$ cat config.mk
export PLATFORM = sky130hd
export DESIGN_NAME = unit_to_base
export DESIGN_NICKNAME = d
export VERILOG_FILES = /design/src/rtl/unit_to_base.sv
export SDC_FILE = /design/constraint.sdc
export NUM_CORES = 1
export LEC_CHECK = 0
export CAP_MARGIN = 20
export CORE_UTILIZATION = 40
export DETAILED_ROUTE_END_ITERATION = 8
export GPL_ROUTABILITY_DRIVEN = 0
export SLEW_MARGIN = 15
export SYNTH_ARGS = -nofsm -noshare
export SYNTH_HDL_FRONTEND = slang
export SYNTH_SLANG_ARGS = --single-unit
$ cat constraint.sdc
create_clock -name clk -period 2.9 [get_ports clk]
set_clock_uncertainty 0.15 [all_clocks]
set_input_delay 0.58 -clock clk [delete_from_list [all_inputs] [get_ports clk]]
set_output_delay 0.58 -clock clk [all_outputs]
set_load 0.05 [all_outputs]
$ cat src/rtl/unit_to_base.sv
// unit_to_base: converts a value in mm/cm/in/ft to mm via shift-add multiply then restoring divide by 10
module unit_to_base #(
  parameter int DATA_W = 19,
  parameter int K_W = 12
) (
  input  logic              clk,
  input  logic              rst,
  input  logic              start,
  input  logic [DATA_W-1:0] data_in,
  input  logic [1:0]        convertFrom,
  output logic              busy,
  output logic              done,
  output logic [DATA_W-1:0] data_out,
  output logic              overflow
);
  localparam int P = DATA_W + K_W;
  typedef enum logic [1:0] {IDLE, MUL, DIV, DONE} state_t;
  state_t state, next;
  logic [P-1:0] acc, mcand;
  logic [K_W-1:0] k, k_sel;
  logic [3:0] rem;
  logic [4:0] cnt, trial;
  logic ge, sat;
  assign k_sel = convertFrom == 2'd0 ? K_W'(10) : convertFrom == 2'd1 ? K_W'(100) :
                 convertFrom == 2'd2 ? K_W'(254) : K_W'(3048);
  assign trial = {rem, acc[P-1]};
  assign ge = trial >= 5'd10;
  assign sat = |acc[P-1:DATA_W];
  assign busy = state != IDLE;
  always_comb begin
    next = IDLE;
    next = state == IDLE ? (start ? MUL : IDLE) :
           state == MUL  ? (cnt == 5'(K_W - 1) ? DIV : MUL) :
           state == DIV  ? (cnt == 5'(P - 1) ? DONE : DIV) : IDLE;
  end
  always_ff @(posedge clk) state <= rst ? IDLE : next;
  always_ff @(posedge clk) begin
    if (rst) begin
      acc <= '0;
      mcand <= '0;
      k <= '0;
      rem <= '0;
      cnt <= '0;
      done <= 1'b0;
      data_out <= '0;
      overflow <= 1'b0;
    end else begin
      done <= state == DONE;
      case (state)
        IDLE: if (start) begin
          mcand <= P'(data_in);
          k <= k_sel;
          acc <= '0;
          rem <= '0;
          cnt <= '0;
        end
        MUL: begin
          if (k[0]) acc <= acc + mcand;
          mcand <= mcand << 1;
          k <= k >> 1;
          cnt <= cnt == 5'(K_W - 1) ? 5'd0 : cnt + 5'd1;
        end
        DIV: begin
          // quotient bits shift into acc as dividend bits shift out
          rem <= ge ? 4'(trial - 5'd10) : trial[3:0];
          acc <= {acc[P-2:0], ge};
          cnt <= cnt + 5'd1;
        end
        DONE: begin
          data_out <= sat ? '1 : acc[DATA_W-1:0];
          overflow <= sat;
        end
        default: ;
      endcase
    end
  end
endmodule
==> Changelog: implementation <==
### Metrics

* Antenna cell count at 0
* Area overhead of the layout relative to synthesis at 16.2%
* Maximum achievable frequency at approximately 360 MHz
* Count of warnings emitted by yosys at 0
* Largest stage delay, worst path at 400 ps
* Count of H-tree levels built during CTS at 3
* Static Leak at 2.90 nW
* Met2 Routed Length at 7530 um
* Async set-or-reset flop fraction in the synthesized netlist at 0
* Number of cells in the yosys synthesis report at ~760
* Filler Cell Count at 1493
* Count of mapped cells out of synthesis at approximately 760
* Category of the worst setup path capture point: flip-flop
* Post-synthesis net count at about 830
* Number of iterations in the first detailed-routing pass at 5
* Die extent in x at roughly 130 um
* Tally of max-capacitance violations at 0
* Commonest cells after routing, fill and taps aside: 113 x nor2_1, 105 x dfxtp_1, 61 x a21oi_1
* Boundary Pins at 46
* Status: finished clean
* Internal at between 0.002 and 0.0025 W
* Crit-path cells: ha_2 > inv_1 > fa_2 > nor2b_4 > o2111ai_2 > a211oi_2 > o211ai_2 > a311oi_2 > o21ai_0 > a31o_1
* Max clock buf depth at 2
* Max rail drop VDD at ~0.38 mV
* Critical path fanouts, max at 4
* Initial antenna violation count at 0
* Power share of the sequential group at 0.462
==> metal layers <==
metal	vias to the layer above	global-route usage
met3	31	0.0506
met4	0	0.0707
li1	2879	-
met2	144	0.354
met1	2758	0.287
met5	-	0
==> worst max-delay path by stage <==
stage,to,slack [ps],cells after the start
2_1_floorplan,acc[28]$_SDFFE_PP0P_,320,10
3_3_place_gp,acc[28]$_SDFFE_PP0P_,100,10
3_5_place_dp,acc[28]$_SDFFE_PP0P_,20,10
4_1_cts,busy,20,4
5_1_grt,acc[28]$_SDFFE_PP0P_,-2,10
6_report,acc[28]$_SDFFE_PP0P_,140,10
==> final cells by class <==
type,count,area [um2],area share
clock inverter,7,68.8,0.00951
timing repair buffer,69,643,0.0889
clock buffer,9,225,0.0311
tap,188,235,0.0325
inverter,18,67.6,0.00934
multi-input combinational,590,3870,0.535
sequential,106,2120,0.293
==> stage by stage <==
| stage | instance area, um2 | setup WS [ps] | std cells | setup TNS, ps |
|---|---|---|---|---|
| after floorplan | 6230 | 323 | 760 | 0 |
| after global placement | 6910 | 97.6 | 970 | 0 |
| after detailed placement | 6910 | 23.2 | 970 | 0 |
| after CTS | 7200 | 20.2 | 986 | 0 |
| after global routing | 7240 | -1.85 | 987 | -1.85 |
| final | 7240 | 138 | 987 | 0 |
==> cell families (layout without fill, tap and decap cells) <==
family | Yosys count | in the layout | share of synthesized area
muxes | 20 | 20 | 0.0322
DFF | 106 | 106 | 0.341
xor gates and xnor gates | 21 | 21 | 0.0295
adders and majority gates | 43 | 43 | 0.0876
and+or+nand+nor | 265 | 265 | 0.202
AOI/OAI and AO/OA | 241 | 241 | 0.264
buffers and inverters | 64 | 103 | 0.0438
==> state kept, by name (all words and copies together) (netlist names) <==
signal	count
acc	31
cnt	5
data_out	19
done	1
k	12
mcand	31
overflow	1
rem	4
state	2
==> worst register-to-register path, cell delays in order (launching register included) <==
cell,delay (ps)
dfxtp_2,350
ha_2,200
inv_1,60
fa_2,380
nor2b_4,140
o2111ai_2,150
a211oi_2,400
o211ai_2,190
a311oi_2,310
o21ai_0,120
a31o_1,220
==> synthesized netlist by cell type, drive strengths merged, types with 9 or more instances <==
cell type	instances	share of area
xor2	12	0.017
o22ai	10	0.010
nand4	9	0.0090
clkbuf	30	0.018
buf	15	0.013
nor2	114	0.070
and3	18	0.018
xnor2	9	0.013
nor3	27	0.022
nand2	45	0.027
nand3	16	0.014
a211oi	28	0.035
a21o	15	0.018
a21oi	62	0.050
dfxtp	106	0.34
mux2i	20	0.032
ha	42	0.084
inv	18	0.011
a22oi	23	0.028
o21ai	34	0.027
==> power groups by stage <==
stage	sequential (W)	combinational, W	clock [W]
global route	0.00158	0.000645	0.00134
detailed placement	0.00161	0.000577	0
CTS	0.00157	0.000579	0.00129
floorplan	0.00160	0.000392	0
finish	0.00157	0.000580	0.00126
global placement	0.00160	0.000563	0
==> timing repair <==
action                                  CTS  global route
buffers inserted                          0             1
pin swaps                                 1             3
hold buffers                              0             0
endpoints found under the setup margin    1             6
hold endpoints to repair                  0             0
gates resized                             0             8
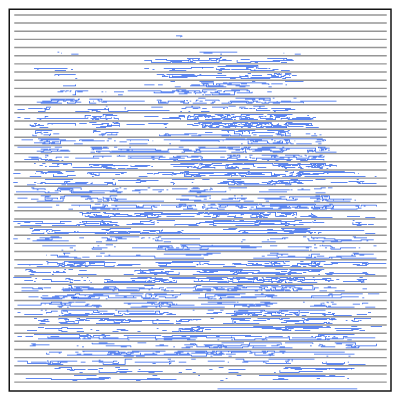
*The metal 1 layer*
Scale: 3 px per um. Supply wires on this layer in gray.
- wire length on this layer: 7960 um
- longest straight run: 47.8 um

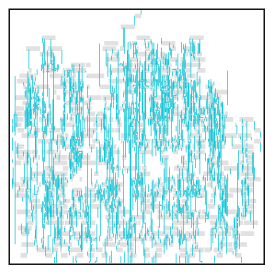
*Signal wires on met2*
Scale: 2 px per um. Cells faint in the background.
- nets with wire on the layer: 698
- wire length on this layer: 7530 um
- longest straight run: 51.3 um
- share of all routed wire: 45%
routed vias: 5812
routing usage on met2: 0.354
Total Routed Length: 16700 um

Power is estimated from default activity; no workload was simulated.
